===== src/rtl/cordic_cos_sin.sv =====
// cordic_cos_sin: iterative CORDIC rotation producing cos/sin (Q2.20) from a sign/int/frac angle.
// One micro-rotation per clock with a start/done handshake.
module cordic_cos_sin #(
  parameter int ITER = 16,
  parameter int W = 22
) (
  input  logic                clk,
  input  logic                reset,
  input  logic                start,
  input  logic                sign_i,
  input  logic                integer_i,
  input  logic [18:0]         fractional_i,
  output logic                busy_o,
  output logic                done_o,
  output logic signed [W-1:0] cos_o,
  output logic signed [W-1:0] sin_o,
  output logic                range_err_o
);
  typedef enum logic [1:0] {IDLE, RUN, DONE} state_t;
  localparam logic [19:0] ATAN [20] = '{
    20'd823550, 20'd486170, 20'd256879, 20'd130396, 20'd65451,
    20'd32757,  20'd16383,  20'd8192,   20'd4096,   20'd2048,
    20'd1024,   20'd512,    20'd256,    20'd128,    20'd64,
    20'd32,     20'd16,     20'd8,      20'd4,      20'd2
  };
  state_t              r_state;
  logic signed [W-1:0] r_x, r_y, r_z;
  logic [4:0]          r_i;
  logic                r_rerr;
  logic [W-1:0]        w_mag;
  logic signed [W-1:0] w_atan, w_dx, w_dy;
  logic                w_neg;
  assign w_mag  = {{(W-21){1'b0}}, integer_i, fractional_i, 1'b0};
  assign w_atan = {{(W-20){1'b0}}, ATAN[r_i]};
  assign w_dx   = r_y >>> r_i;
  assign w_dy   = r_x >>> r_i;
  assign w_neg  = r_z[W-1];
  assign busy_o = (r_state != IDLE);
  // range flag is captured on accept but published with the results so outputs stay stable mid-run
  always_ff @(posedge clk) begin
    if (reset) begin
      r_state     <= IDLE;
      r_x         <= '0;
      r_y         <= '0;
      r_z         <= '0;
      r_i         <= '0;
      r_rerr      <= 1'b0;
      done_o      <= 1'b0;
      cos_o       <= '0;
      sin_o       <= '0;
      range_err_o <= 1'b0;
    end else begin
      done_o <= 1'b0;
      case (r_state)
        IDLE: if (start) begin
          r_x     <= W'(636751);
          r_y     <= '0;
          r_z     <= sign_i ? -$signed(w_mag) : $signed(w_mag);
          r_i     <= '0;
          r_rerr  <= (w_mag > W'(1827976));
          r_state <= RUN;
        end
        RUN: begin
          r_x     <= w_neg ? r_x + w_dx : r_x - w_dx;
          r_y     <= w_neg ? r_y - w_dy : r_y + w_dy;
          r_z     <= w_neg ? r_z + w_atan : r_z - w_atan;
          r_i     <= r_i + 5'd1;
          r_state <= (r_i == 5'(ITER-1)) ? DONE : RUN;
        end
        DONE: begin
          cos_o       <= r_x;
          sin_o       <= r_y;
          range_err_o <= r_rerr;
          done_o      <= 1'b1;
          r_state     <= IDLE;
        end
        default: r_state <= IDLE;
      endcase
    end
  end
endmodule


===== config.mk =====
export PLATFORM = sky130hd
export DESIGN_NAME = cordic_cos_sin
export DESIGN_NICKNAME = d
export VERILOG_FILES = /design/src/rtl/cordic_cos_sin.sv
export SDC_FILE = /design/constraint.sdc
export NUM_CORES = 1
export LEC_CHECK = 0
export CORE_MARGIN = 8
export CORE_UTILIZATION = 47
export CTS_CLUSTER_DIAMETER = 40
export DETAILED_ROUTE_END_ITERATION = 8
export PLACE_DENSITY = 0.73
export SLEW_MARGIN = 20
export SYNTH_ARGS = -nofsm -noshare
export SYNTH_HDL_FRONTEND = slang
export SYNTH_SLANG_ARGS = --single-unit

===== constraint.sdc =====
create_clock -name clk -period 10.6 [get_ports clk]
set_clock_uncertainty 0.05 [all_clocks]
set_input_delay 3.18 -clock clk [delete_from_list [all_inputs] [get_ports clk]]
set_output_delay 3.18 -clock clk [all_outputs]
set_load 0.01 [all_outputs]

### Routed clock nets over the placement, run 1

The bar under the picture is 50 um long.
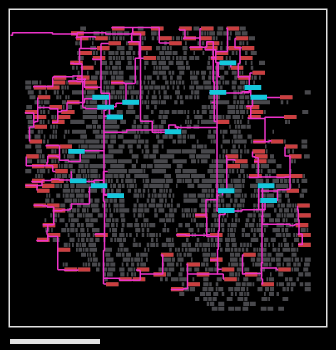
Key: cyan = clock-net drivers [count 17]; magenta = clock wires [length 2010 um]; red = flip-flops [count 120]
There are 18 routed clock nets. Position of the flops: all over the die.

### Metal layers overlaid, run 1

The bar under the picture is 50 um long. Only two layers are drawn.
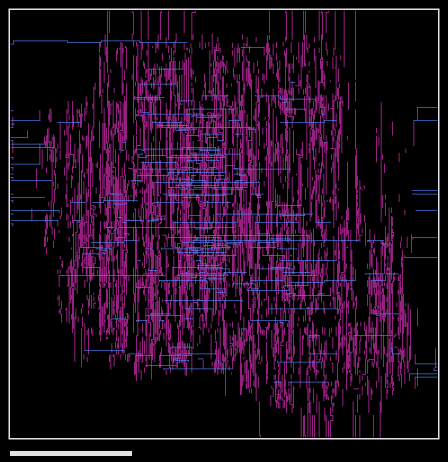
Key: magenta = M2 [wire length 16200 um]; blue = M3 [wire length 2450 um]
routed len/inst: 19.5 um
global routing usage summed across all routing layers: 23.0%
detailed-route wire length: 35900 um
DR vias: 11.7k

### Clock wiring as the flow saved it, run 1

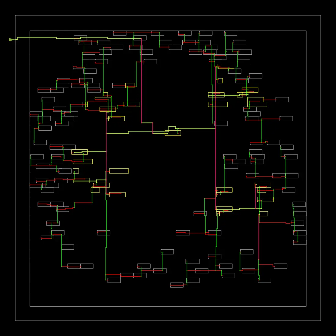
TritonCTS Buffers: 17
FF+latch count: 120
number of sinks driven by the clock tree: 120

-- run 1: worst max path at each step --
stage	from	end	slack (ps)	cells after the start
6_report	r_i[1]	r_y[21]	4080	21
5_1_grt	r_i[0]	r_y[21]	3640	21
4_1_cts	r_i[1]	r_y[21]	4150	21
3_5_place_dp	fractional_i[4]	r_z[21]	4140	8
3_3_place_gp	fractional_i[5]	r_z[21]	4150	8
2_1_floorplan	fractional_i[5]	r_z[21]	4840	7
-- run 1: cell type report --
class	instances	area (um2)
Fill cell	2342	11600
Timing Repair Buffer	83	796
Sequential cell	120	2410
Multi-Input combinational cell	1238	8910
Clock buffer	22	484
Clock inverter	10	166
Inverter	40	150
Tap cell	330	413
-- run 1: synthesized netlist by cell type, types with 15 or more instances --
library cell	count
sky130_fd_sc_hd__mux4_2	39
sky130_fd_sc_hd__a21oi_1	137
sky130_fd_sc_hd__o21a_1	16
sky130_fd_sc_hd__xnor2_1	53
sky130_fd_sc_hd__nand2_1	189
sky130_fd_sc_hd__a31oi_1	17
sky130_fd_sc_hd__or3_1	20
sky130_fd_sc_hd__nor2_1	161
sky130_fd_sc_hd__mux2_2	18
sky130_fd_sc_hd__xor2_1	48
sky130_fd_sc_hd__inv_1	37
sky130_fd_sc_hd__o21ai_0	73
sky130_fd_sc_hd__buf_1	16
sky130_fd_sc_hd__nor3_1	20
sky130_fd_sc_hd__ha_1	81
sky130_fd_sc_hd__clkbuf_1	59
sky130_fd_sc_hd__a211oi_1	24
sky130_fd_sc_hd__buf_2	15
sky130_fd_sc_hd__a22oi_1	19
sky130_fd_sc_hd__a21o_1	26
sky130_fd_sc_hd__mux2i_1	28
sky130_fd_sc_hd__dfxtp_1	120
-- run 1: through the flow --
step / utilization, % / power, mW / hold WS (ps) / worst slack (ps)
after global placement: 50.8 / 2.93 / 392 / 4150
after CTS: 53.4 / 3.63 / 406 / 4150
after detailed placement: 50.8 / 2.96 / 398 / 4140
final: 53.4 / 3.66 / 402 / 4080
after floorplan: - / 2.48 / 378 / 4840
after global routing: 53.4 / 3.96 / 421 / 3640
-- run 1: logic make-up after synthesis --
group                    count (synthesis)  synth area share, %
AND/OR/NAND/NOR                        507                 19.7
flip-flops                             120                 20.3
buffers and inverters                  135                 4.69
XOR/XNOR                               101                 7.47
multiplexers                            93                 13.2
adder cells (fa/ha/maj)                 84                 9.06
AND-OR/OR-AND                          453                 25.6
-- run 1: layer usage --
metal	share of wire, %	vias to the layer above	wire length [um]	GRT usage (%)
met4	3.9	0	1390	9.71
met2	45	437	16200	36.9
met5	0	-	0	0
met3	6.8	85	2450	4.06
li1	-	5561	-	-
met1	44	5575	15800	30.0
-- run 1: power by group --
part | total [mW] | leakage [nW] | internal, mW | switching [mW]
clock | 0.647 | 0.313 | 0.419 | 0.228
combinational | 2.32 | 3.96 | 1.04 | 1.27
sequential | 0.699 | 0.983 | 0.526 | 0.173
-- run 1: sequential cells by signal (all words and copies together) (netlist names) --
register     flops
done_o           1
cos_o           22
r_state          2
sin_o           22
r_y             22
r_z             22
r_x             22
r_i              5
range_err_o      1
r_rerr           1
==> README.md, run 1 <==
| Step | Parameter | Value |
| --- | --- | --- |
| worst setup path | Launching element type of the critical path | flop |
| floorplanning | Standard-cell rows | 58 |
| drt | Avg Vias per Cell | 6.33 |
| drt | Pre-Repair DR Iteration Count | 5 |
| clock network | Quantity of hold-fixing buffers added after cts | 0 |
| floorplanning | Count of pins on the block boundary | 71 |
| clock network | Clock tree buffer depth | 2 |
| place | Detailed placer's ending HPWL | 25900 um |
| worst setup path | CP bufs+invs | 1 |
| yosys | Share of the yosys chip area belonging to registers | 20.3% |
| finish | Top cells excl fill/tap | sky130_fd_sc_hd__nand2_1, sky130_fd_sc_hd__nor2_1, sky130_fd_sc_hd__a21oi_1 |
| place | Placer congestion estimate | 1.02 |
| yosys | Total of flip-flops plus latches after synthesis | 120 |
| flow run | Number of maximum-capacitance constraint violations | 0 |
| floorplanning | Horizontal die dimension | 175 um |
| sta | Final critical path time including I/O delays and setup | 6520 ps |
| drt | Number of DRC violations after detailed routing | 0 |
| finish | Share of cells above drive strength 1 | 8.99% |
| drt | Routed Antenna Nets | 0 |
| yosys | Cell count listed in synth_stat.txt | 1493 |
| worst setup path | CP Data Arrival Time | 6820 ps |
| global routing | Global route total overflow | 0 |
| sta | Slew at the pin with the worst max-slew slack | 1120 ps |
| clock network | Post-CTS setup repair buffer count | 0 |
| sta | Highest clock frequency the design can meet | 153 MHz |
| worst setup path | Register-to-Register Setup Slack | 4080 ps |
| finish | Signed area change from the synthesized netlist to the final layout | 12.5% |
| min path | Startpoint of the most critical hold path | range_err_o |
| worst setup path | Worst r2r src | r_i[1] |
| sta | Unrepaired setup endpoints after global routing | no |
| min path | WHS Endpoint | range_err_o |
| yosys | Most instantiated flip-flop cell in the synthesis netlist | sky130_fd_sc_hd__dfxtp_1 |
| power | Power Dens Cells | 275 nW/um2 |
| sta | Final TNS setup | 0 ps |
| clock network | Clock tree from TritonCTS | done |
| clock network | H-tree depth | 4 |
| worst setup path | Count of cells along the worst register-to-register path | 21 |
| floorplanning | Die extent in y | 175 um |
| worst setup path | Worst-path cell chain | buf_4, mux4_1, mux2i_1, o22ai_1, nor2_1, ha_1, or4b_4, nor4b_4, and2_1, nand2_1, a311o_1, a22oi_1, ha_1, and4_1, nand2_1, o221ai_1, o21ai_0, o21a_1, a211o_1, and2_1, o211ai_1 |
| yosys | Number of nets in the synthesized netlist | 1601 |
| floorplanning | Core Area | 25000 um2 |
| yosys | Cells after Synth | 1493 |
| finish | Antenna diode count | 0 |
| place | Tally of buffers added on design ports | 70 |
| worst setup path | Top Family by Delay on Critical Path | simple AND/OR/NAND/NOR gates |
| min path | Number of cells on the worst hold path | 2 |
| global routing | Number of antenna violations at the first check in global routing | 0 |
| yosys | Fraction of synthesized cell area taken by the top area cell type | 20.3% |
| yosys | Number of distinct standard cells referenced by the synthesized netlist | 84 |
| sta | Share of the cycle needed by the critical path after routing | 61.5% |
| sta | Max Slew Vio Count | 0 |
| finish | Count of placed standard cells in the final layout, fillers left out | 1843 |
| sta | Final setup violation count | 0 |
| finish | Finished layout cell area | 13300 um2 |
| drt | Drt initial violations | 982 |
| worst setup path | Required time of the critical path | 10900 ps |
| worst setup path | CP endpoint kind | flop |
| worst setup path | Worst reg2reg path endpoint | r_y[21] |
| worst setup path | Max FO, Critical Path | 63 |
| global routing | Maximum number of pins on one net before global-route repair | 68 |
| yosys | Top cells by area | sky130_fd_sc_hd__dfxtp_1, sky130_fd_sc_hd__ha_1, sky130_fd_sc_hd__mux4_2, sky130_fd_sc_hd__nand2_1, sky130_fd_sc_hd__a21oi_1 |
| worst setup path | Slowest Stage Delay on Critical Path | 660 ps |
| finish | Commonest Layout Cell | sky130_fd_sc_hd__nand2_1 |
| yosys | Async S/R FF share, synth | 0% |
| yosys | Most area-hungry cell type in the Yosys netlist | sky130_fd_sc_hd__dfxtp_1 |
| power | Worst voltage drop across the vdd grid | 0.171 mV |
| min path | Hold crit path type | flop to flop |
| clock network | Clock slew seen by the registers of the worst setup and hold paths | 60 ps |
| worst setup path | Highest-delay cell along the critical path | sky130_fd_sc_hd__buf_4 |
| yosys | Yosys synthesis warning count | 0 |
| floorplanning | Fraction of the core area occupied by cells at floorplan | 47.5% |
| clock network | Late-Pin Clk Latency | 430 ps |
| place | Post-detailed-placement cell area | 12700 um2 |
| power | Static leakage | 5.26 nW |
| sta | Worst-case headroom to the max-slew limit | 25.4% |
| yosys | Mean area per synthesized cell | 7.93 um2 |
| floorplanning | Die Outline Area | 30500 um2 |
| flow run | Tool Warnings | 37 |
| place | Placed Cells incl. Taps | 1811 |
| yosys | Number of synthesized flops with an enable pin | 0 |
| yosys | Synthesized chip area reported by yosys | 11800 um2 |
| sta | Final Hold Violation Tally | 0 |
| finish | Post-layout net count | 1608 |
| clock network | Root buffer selected by CTS | sky130_fd_sc_hd__clkbuf_16 |
| worst setup path | Setup CP Type | flop to flop |
| yosys | Synthesized cell area | 11800 um2 |
| global routing | Number of global-route vias before repair | 11.0k |
| clock network | Number of gates resized after CTS | 0 |
| global routing | First-pass GRT wire length | 58100 um |
| run status | Run status | finished clean |
--- run 2 (diff from run 1) ---
- clock period: 10.6 -> 6.3 ns (I/O delays scaled with it)
==> README.md, run 2 <==
| Step | Parameter | Value |
| --- | --- | --- |
| worst setup path | Worst path most repeated cell | sky130_fd_sc_hd__nand2_1 |
| floorplanning | Core Area | 25000 um2 |
| yosys | Top cells by instance count after synthesis | sky130_fd_sc_hd__nand2_1, sky130_fd_sc_hd__nor2_1, sky130_fd_sc_hd__a21oi_1 |
| worst setup path | Worst-path cell chain | buf_4, mux4_2, nand2_1, a31oi_1, nor2_1, ha_1, or4b_4, nor4b_4, and2_1, nand2_1, a311o_1, a22oi_1, ha_1, and4_1, nand2_1, o221ai_1, o21ai_0, o21a_1, a211o_1, and2_1, o211ai_1 |
| worst setup path | Count of cells along the worst register-to-register path | 21 |
| drt | DR vias | 11.9k |
| finish | Finished layout cell area | 13500 um2 |
| yosys | Number of synthesized flops with an enable pin | 0 |
| yosys | Top cells by area | sky130_fd_sc_hd__dfxtp_1, sky130_fd_sc_hd__ha_1, sky130_fd_sc_hd__mux4_2, sky130_fd_sc_hd__nand2_1, sky130_fd_sc_hd__a21oi_1 |
| flow run | Number of maximum-capacitance constraint violations | 0 |
| floorplanning | Horizontal die dimension | 175 um |
| drt | Pre-Repair DR Iteration Count | 5 |
| yosys | Yosys synthesis warning count | 0 |
| sta | Final TNS setup | 0 ps |
| sta | Highest clock frequency the design can meet | 170 MHz |
| worst setup path | CP endpoint kind | flop |
| drt | Avg Vias per Cell | 6.37 |
| clock network | Clock slew seen by the registers of the worst setup and hold paths | 60 ps |
| drt | Detailed-route wire length | 38700 um |
| yosys | Share of the yosys chip area belonging to registers | 20.3% |
| finish | Commonest Layout Cell | sky130_fd_sc_hd__nand2_1 |
| floorplanning | Standard-cell rows | 58 |
| min path | Hold crit path type | flop to flop |
| drt | Drt initial violations | 1149 |
| finish | Logic area | 8910 um2 |
| clock network | Late-Pin Clk Latency | 440 ps |
| clock network | Post-CTS setup repair buffer count | 0 |
| finish | Top cells excl fill/tap | sky130_fd_sc_hd__nand2_1, sky130_fd_sc_hd__nor2_1, sky130_fd_sc_hd__a21oi_1 |
| clock network | TritonCTS Buffers | 17 |
| floorplanning | Count of pins on the block boundary | 71 |
| clock network | H-tree depth | 4 |
| sta | Slew at the pin with the worst max-slew slack | 1080 ps |
| yosys | Most area-hungry cell type in the Yosys netlist | sky130_fd_sc_hd__dfxtp_1 |
| drt | Number of DRC violations after detailed routing | 0 |
| place | Tally of buffers added on design ports | 70 |
| yosys | Fraction of synthesized cell area taken by the top area cell type | 20.3% |
| worst setup path | Launching element type of the critical path | flop |
| yosys | Synthesized cell area | 11800 um2 |
| yosys | Cells after Synth | 1493 |
| finish | Share of cells above drive strength 1 | 10.8% |
| worst setup path | Max FO, Critical Path | 28 |
| clock network | Root buffer selected by CTS | sky130_fd_sc_hd__clkbuf_16 |
| finish | Count of placed standard cells in the final layout, fillers left out | 1872 |
| run status | Run status | finished clean |
| power | Worst voltage drop across the vdd grid | 0.346 mV |
| finish | Signed area change from the synthesized netlist to the final layout | 13.6% |
| sta | Worst-case headroom to the max-slew limit | 28.0% |
| yosys | Top cell type by instance count after synthesis | sky130_fd_sc_hd__nand2_1 |
| power | Static leakage | 5.35 nW |
| sta | Unrepaired setup endpoints after global routing | no |
| worst setup path | Capture point of the worst path | r_y[21] |
| clock network | Clock tree from TritonCTS | done |
| sta | Final critical path time including I/O delays and setup | 5880 ps |
| finish | Antenna diode count | 0 |
| finish | Post-layout net count | 1637 |
| yosys | Synthesized chip area reported by yosys | 11800 um2 |
| drt | Routed Antenna Nets | 0 |
| sta | Final Hold Violation Tally | 0 |
| sta | Max Slew Vio Count | 0 |
| place | Post-detailed-placement cell area | 12900 um2 |
| yosys | Number of distinct standard cells referenced by the synthesized netlist | 84 |
| worst setup path | Register-to-Register Setup Slack | 420 ps |
| worst setup path | Required time of the critical path | 6610 ps |
| finish | Area taken by flip-flops and latches | 2410 um2 |
| global routing | Number of global-route vias before repair | 11.4k |
| floorplanning | Die extent in y | 175 um |
| place | Placed Cells incl. Taps | 1840 |
| worst setup path | Slowest Stage Delay on Critical Path | 560 ps |
| yosys | Total of flip-flops plus latches after synthesis | 120 |
| place | Detailed placer's ending HPWL | 28100 um |
| place | Placer congestion estimate | 0.986 |
| floorplanning | Die Outline Area | 30500 um2 |
| yosys | Cell count listed in synth_stat.txt | 1493 |
| drt | Routed len/inst | 20.7 um |
| worst setup path | CP Data Arrival Time | 6190 ps |
| yosys | Mean area per synthesized cell | 7.93 um2 |
| power | Total power of the final layout | 6.09 mW |
| worst setup path | Highest-delay cell along the critical path | sky130_fd_sc_hd__dfxtp_4 |
| floorplanning | Fraction of the core area occupied by cells at floorplan | 47.5% |
| power | Power Dens Cells | 453 nW/um2 |
| finish | Filler cell count in the final layout | 2344 |
| place | Post-place setup slack | 233 ps |
| flow run | Tool Warnings | 37 |
| clock network | Clock tree buffer depth | 2 |
| yosys | Number of nets in the synthesized netlist | 1601 |
| global routing | Global route total overflow | 0 |
| worst setup path | Worst reg2reg path endpoint | r_y[21] |
| yosys | Async S/R FF share, synth | 0% |
| finish | Final core occ | 53.9% |
| worst setup path | Setup CP Type | flop to flop |
| global routing | Number of antenna violations at the first check in global routing | 0 |
| sta | Final setup violation count | 0 |
| sta | Share of the cycle needed by the critical path after routing | 93.3% |
| sta | Smallest hold slack | 403 ps |
| global routing | First-pass GRT wire length | 61600 um |
| sta | Setup slack of the critical path after layout | 424 ps |
| worst setup path | Worst r2r src | r_i[1] |
| worst setup path | Setup crit start | r_i[1] |
| yosys | Most instantiated flip-flop cell in the synthesis netlist | sky130_fd_sc_hd__dfxtp_1 |
| global routing | Maximum number of pins on one net before global-route repair | 57 |
| clock network | Number of sinks driven by the clock tree | 120 |
| global routing | Global routing usage summed across all routing layers | 24.7% |
-- run 2: metal layers --
layer  up-vias  share of wire, %  global-route usage [%]
li1       5615                 -                       -
met1      5736                44                    31.8
met2       494                45                    39.9
met3        84               7.3                    4.40
met4         0               3.8                    10.6
met5         -                 0                       0
-- run 2: worst min-delay path by stage --
stage                     startpoint  cells after the start           to
after floorplan               r_rerr                      2  range_err_o
after global routing       sin_o[15]                      2    sin_o[15]
final                       sin_o[1]                      2     sin_o[1]
after detailed placement   sin_o[14]                      2    sin_o[14]
after CTS                   cos_o[5]                      2     cos_o[5]
after global placement     cos_o[17]                      2    cos_o[17]
-- run 2: cell families (layout without fill, tap and decap cells) --
kind of cell,after synthesis,count (layout),share of synthesized area [%]
compound gates,453,453,25.6
xor+xnor,101,101,7.47
fa+ha+maj,84,84,9.06
buf+inv,135,184,4.69
flops,120,120,20.3
mux,93,93,13.2
simple gates,507,507,19.7
-- run 2: where the power goes --
group / internal, mW / total (mW) / leakage, nW / switching, mW
sequential: 0.885 / 1.21 / 0.983 / 0.328
clock: 0.508 / 0.923 / 0.257 / 0.414
combinational: 1.80 / 3.96 / 4.11 / 2.15
-- run 2: cell type report --
class / instances / area share, %
multi-input cells: 1238 / 66.2
flip-flops and latches: 120 / 17.9
repair buffers: 112 / 7.62
clock buffers: 17 / 3.16
well taps: 330 / 3.07
inverters: 40 / 1.12
clock inverters: 15 / 0.883
-- run 2: worst max-delay path, delay by kind of cell, from the launching register on --
kind                       cells  cell delay (ps)
AOI/OAI and AO/OA              8             1770
adders and majority gates      2              520
buffers and inverters          1              390
DFF                            1              560
muxes                          1              350
and+or+nand+nor                9             2130
-- run 2: what timing repair did --
action / in CTS / in global routing
endpoints found under the setup margin: 0 / 7
resized: 0 / 3
hold buffers: 0 / 0
### Metal layers overlaid, run 2

The bar under the picture is 50 um long. Only two layers are drawn.
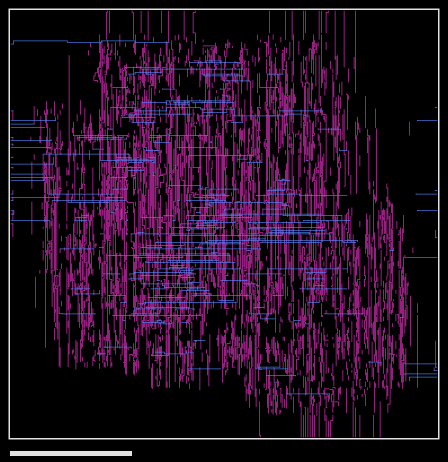
Key: blue = M3 [wire length 2850 um]; magenta = M2 [wire length 17500 um]

### Cell classes on the final placement, run 2

Fill, decap, tap and diode cells in gray.
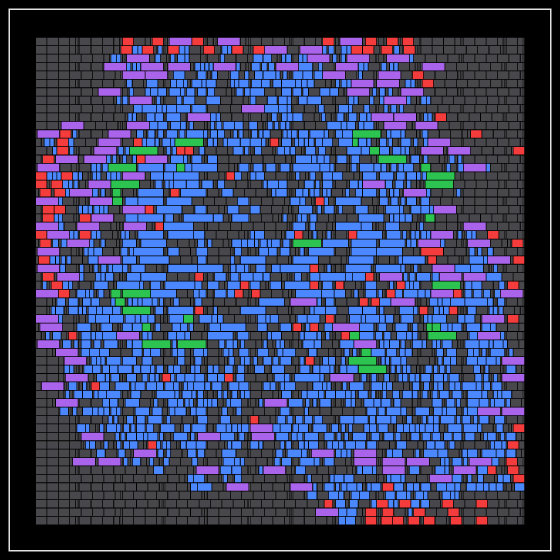
Key: blue = remaining logic cells [cells 1278, share of their area 69%]; purple = sequential cells [cells 120, share of their area 18%]; red = remaining buffers and delay cells [cells 112, share of their area 7.9%]; green = clock drivers and dummy loads [cells 32, share of their area 4.2%]

### Routed clock nets over the placement, run 2

The bar under the picture is 50 um long.
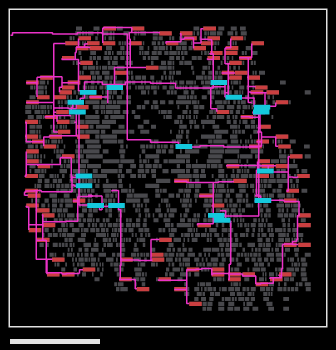
Key: cyan = clock-net drivers [count 17]; red = flip-flops [count 120]; magenta = clock wires [length 2040 um]
There are 18 routed clock nets.

--- run 3 (diff from run 2) ---
- PLACE_DENSITY: 0.73 -> 0.76
- clock period: 6.3 -> 5 ns (I/O delays scaled with it)
==> README.md, run 3 <==
| Step | Parameter | Value |
| --- | --- | --- |
| run status | Run status | complete, but fails checks |
| run status | Violations in the final reports | negative setup slack |
| yosys | Most instantiated flip-flop cell in the synthesis netlist | sky130_fd_sc_hd__dfxtp_1 |
| clock network | Root buffer selected by CTS | sky130_fd_sc_hd__clkbuf_16 |
| drt | Routed len/inst | 21.5 um |
| place | Post-detailed-placement cell area | 14900 um2 |
| worst setup path | Max FO, Critical Path | 7 |
| yosys | Cell count listed in synth_stat.txt | 1493 |
| power | Switching power as a share of total power | 44.2% |
| sta | Smallest hold slack | 404 ps |
| finish | Finished layout cell area | 16400 um2 |
| worst setup path | Register-to-Register Setup Slack | -260 ps |
| yosys | Synth mux share | 13.2% |
| yosys | Mean area per synthesized cell | 7.93 um2 |
| finish | Post-layout net count | 1943 |
| worst setup path | Launching element type of the critical path | flop |
| floorplanning | Die Outline Area | 30500 um2 |
| yosys | Complex Gates by Area | 25.6% |
| clock network | Clock tree buffer depth | 2 |
| worst setup path | Required time of the critical path | 5280 ps |
| power | Share of total power in sequential cells | 12.5% |
| sta | Slew at the pin with the worst max-slew slack | 1080 ps |
| finish | Final core occ | 65.6% |
| clock network | H-tree depth | 4 |
| yosys | Adder and majority cell fraction of the synthesized area | 9.06% |
| power | Worst voltage drop across the vdd grid | 0.893 mV |
| yosys | Number of synthesized flops with an enable pin | 0 |
| floorplanning | Die extent in y | 175 um |
| global routing | First-pass GRT wire length | 71400 um |
| place | Placed Cells incl. Taps | 2100 |
| clock network | TritonCTS Buffers | 17 |
| global routing | Global routing usage summed across all routing layers | 29.1% |
| yosys | Fraction of synthesized cell area taken by the top area cell type | 20.3% |
| yosys | Top cells by instance count after synthesis | sky130_fd_sc_hd__nand2_1, sky130_fd_sc_hd__nor2_1, sky130_fd_sc_hd__a21oi_1 |
| sta | Highest clock frequency the design can meet | 190 MHz |
| power | Int Pwr | 5.79 mW |
| finish | Commonest Layout Cell | sky130_fd_sc_hd__buf_4 |
| place | Post-place setup slack | -365 ps |
| flow run | Tool Warnings | 40 |
| yosys | Total of flip-flops plus latches after synthesis | 120 |
| yosys | Basic-gate share of the synthesized area counting and, or, nand and nor cells | 19.7% |
| drt | Routed Antenna Nets | 0 |
| yosys | Largest family of logic cells by area | AND-OR/OR-AND gates |
| finish | Signed area change from the synthesized netlist to the final layout | 38.3% |
| drt | Number of DRC violations after detailed routing | 0 |
| floorplanning | Fraction of the core area occupied by cells at floorplan | 47.5% |
| drt | Pre-Repair DR Iteration Count | 5 |
| global routing | Number of global-route vias before repair | 12.9k |
| yosys | Number of nets in the synthesized netlist | 1601 |
| power | Logic gate share of total power | 75.1% |
| yosys | Number of distinct standard cells referenced by the synthesized netlist | 84 |
| place | Tally of buffers added on design ports | 70 |
| drt | Drt initial violations | 1269 |
| sta | Final TNS setup | -1040 ps |
| drt | Avg Vias per Cell | 6.25 |
| finish | Top cells excl fill/tap | sky130_fd_sc_hd__buf_4, sky130_fd_sc_hd__nand2_1, sky130_fd_sc_hd__nor2_1 |
| global routing | Number of antenna violations at the first check in global routing | 0 |
| sta | Unrepaired setup endpoints after global routing | yes |
| yosys | Top cells by area | sky130_fd_sc_hd__dfxtp_1, sky130_fd_sc_hd__ha_1, sky130_fd_sc_hd__mux4_2, sky130_fd_sc_hd__nand2_1, sky130_fd_sc_hd__a21oi_1 |
| drt | DR vias | 13.6k |
| place | Detailed placer's ending HPWL | 34500 um |
| finish | Share of cells above drive strength 1 | 30.0% |
| yosys | Async S/R FF share, synth | 0% |
| worst setup path | Setup CP Type | flop to flop |
| clock network | Clock tree from TritonCTS | done |
| global routing | Global route total overflow | 0 |
| clock network | Number of sinks driven by the clock tree | 120 |
| power | Power Dens Cells | 633 nW/um2 |
| sta | Final Hold Violation Tally | 0 |
| finish | Antenna diode count | 0 |
| drt | Detailed-route wire length | 46700 um |
| worst setup path | CP endpoint kind | flop |
| yosys | Most area-hungry cell type in the Yosys netlist | sky130_fd_sc_hd__dfxtp_1 |
| worst setup path | CP Data Arrival Time | 5540 ps |
| min path | Hold crit path type | flop to flop |
| yosys | Share of the yosys chip area belonging to registers | 20.3% |
| floorplanning | Count of pins on the block boundary | 71 |
| sta | Share of the cycle needed by the critical path after routing | 105% |
| sta | Setup slack of the critical path after layout | -264 ps |
| floorplanning | Horizontal die dimension | 175 um |
| clock network | Clock slew seen by the registers of the worst setup and hold paths | 70 ps |
| yosys | Top cell type by instance count after synthesis | sky130_fd_sc_hd__nand2_1 |
| flow run | Number of maximum-capacitance constraint violations | 0 |
| sta | Max Slew Vio Count | 0 |
| finish | Count of placed standard cells in the final layout, fillers left out | 2178 |
| place | Placer congestion estimate | 1.01 |
| power | Static leakage | 7.00 nW |
| sta | Worst-case headroom to the max-slew limit | 27.9% |
| yosys | Yosys synthesis warning count | 0 |
| global routing | Maximum number of pins on one net before global-route repair | 73 |
| sta | Final setup violation count | 7 |
[run 3: cell counts after synthesis]
Identical to the previous run, type by type.
[run 3: cell families after synthesis]
| logic type | Yosys count |
|---|---|
| fa+ha+maj | 84 |
| compound gates | 453 |
| xor+xnor | 101 |
| simple gates | 507 |
| buf+inv | 135 |
| mux | 93 |
| flops | 120 |
[run 3: final timing paths]
kind / startpoint / endpoint / cells after the start
max: r_i[1] / r_x[18] / 18
min: sin_o[10] / sin_o[10] / 2
max reg2reg: r_i[1] / r_x[18] / 18
min reg2reg: sin_o[10] / sin_o[10] / 2
[run 3: final cells by class]
type / instances / area [um2]
inverter: 40 / 156
clock buffer: 17 / 425
sequential: 120 / 2410
clock inverter: 15 / 156
tap: 330 / 413
fill: 2129 / 8580
multi-input combinational: 1238 / 9370
timing repair buffer: 418 / 3450
[run 3: power by group through the flow]
stage	clock, mW	sequential (mW)	combinational [mW]
3_5_place_dp	0	1.30	6.72
6_report	1.28	1.29	7.79
5_1_grt	1.33	1.30	8.35
2_1_floorplan	0	1.30	3.98
4_1_cts	1.29	1.28	7.00
3_3_place_gp	0	1.29	6.58
[run 3: metal layers]
layer / track usage, % / up-vias / part of all wire [%]
met2: 47.4 / 688 / 46
met4: 13.0 / 0 / 4.4
met1: 37.0 / 6554 / 41
met3: 5.14 / 145 / 8.0
met5: 0 / - / 0
li1: - / 6229 / -
[run 3: worst max-delay path, cell delays in order, from the launching register on]
cell	delay, ps
sky130_fd_sc_hd__dfxtp_4	430
sky130_fd_sc_hd__buf_8	160
sky130_fd_sc_hd__mux4_2	520
sky130_fd_sc_hd__mux2_4	290
sky130_fd_sc_hd__mux4_2	520
sky130_fd_sc_hd__a211oi_4	260
sky130_fd_sc_hd__and3_4	240
sky130_fd_sc_hd__a21oi_1	70
sky130_fd_sc_hd__xor2_1	160
sky130_fd_sc_hd__ha_1	320
sky130_fd_sc_hd__and2_4	170
sky130_fd_sc_hd__a221o_1	330
sky130_fd_sc_hd__a31oi_1	270
sky130_fd_sc_hd__a21o_1	220
sky130_fd_sc_hd__a31oi_2	110
sky130_fd_sc_hd__o31a_1	300
sky130_fd_sc_hd__o21a_1	200
sky130_fd_sc_hd__or3_1	300
sky130_fd_sc_hd__a32o_1	240
[run 3: timing repair]
action / 4_1_cts / 5_1_grt
resized: 31 / 98
setup endpoints to repair: 28 / 30
pin swaps: 16 / 52
buffers inserted: 23 / 24
gates cloned: 0 / 1
### Routed clock nets over the placement, run 3

The bar under the picture is 50 um long.
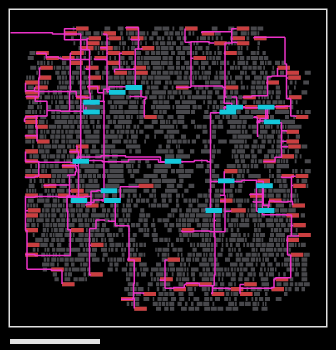
Clock Power: 1.28 mW
Clock Power Share: 12.4%
Late-Pin Clk Latency: 430 ps

### Cell classes on the final placement, run 3

Fill, decap, tap and diode cells in gray.
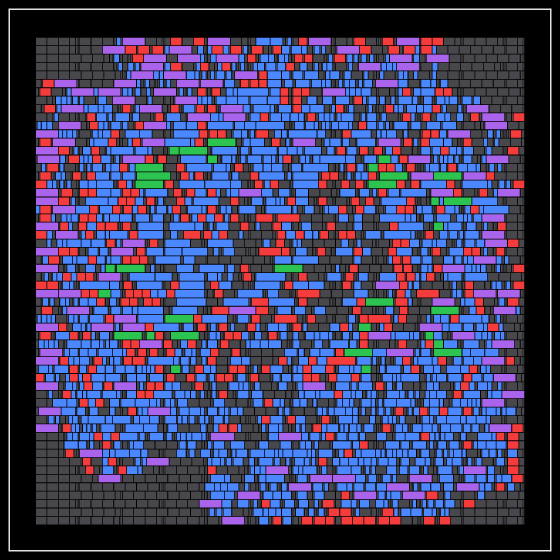
fraction of area in registers: 14.7%
Core Area: 25000 um2
standard-cell rows: 58

### M1 wires, run 3

The bar under the picture is 50 um long.
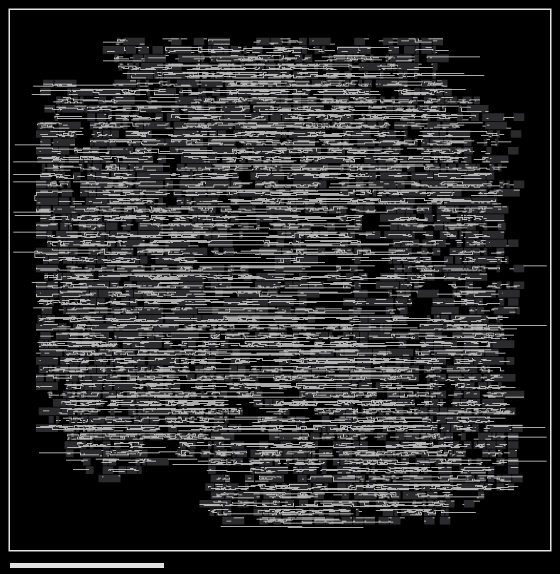
The longest straight run is 59.3 um. The wires run mostly horizontal. The layer carries 19300 um of wire. 1838 nets have wire on it.

No activity file was given, so power comes from the tool's default toggle rates.
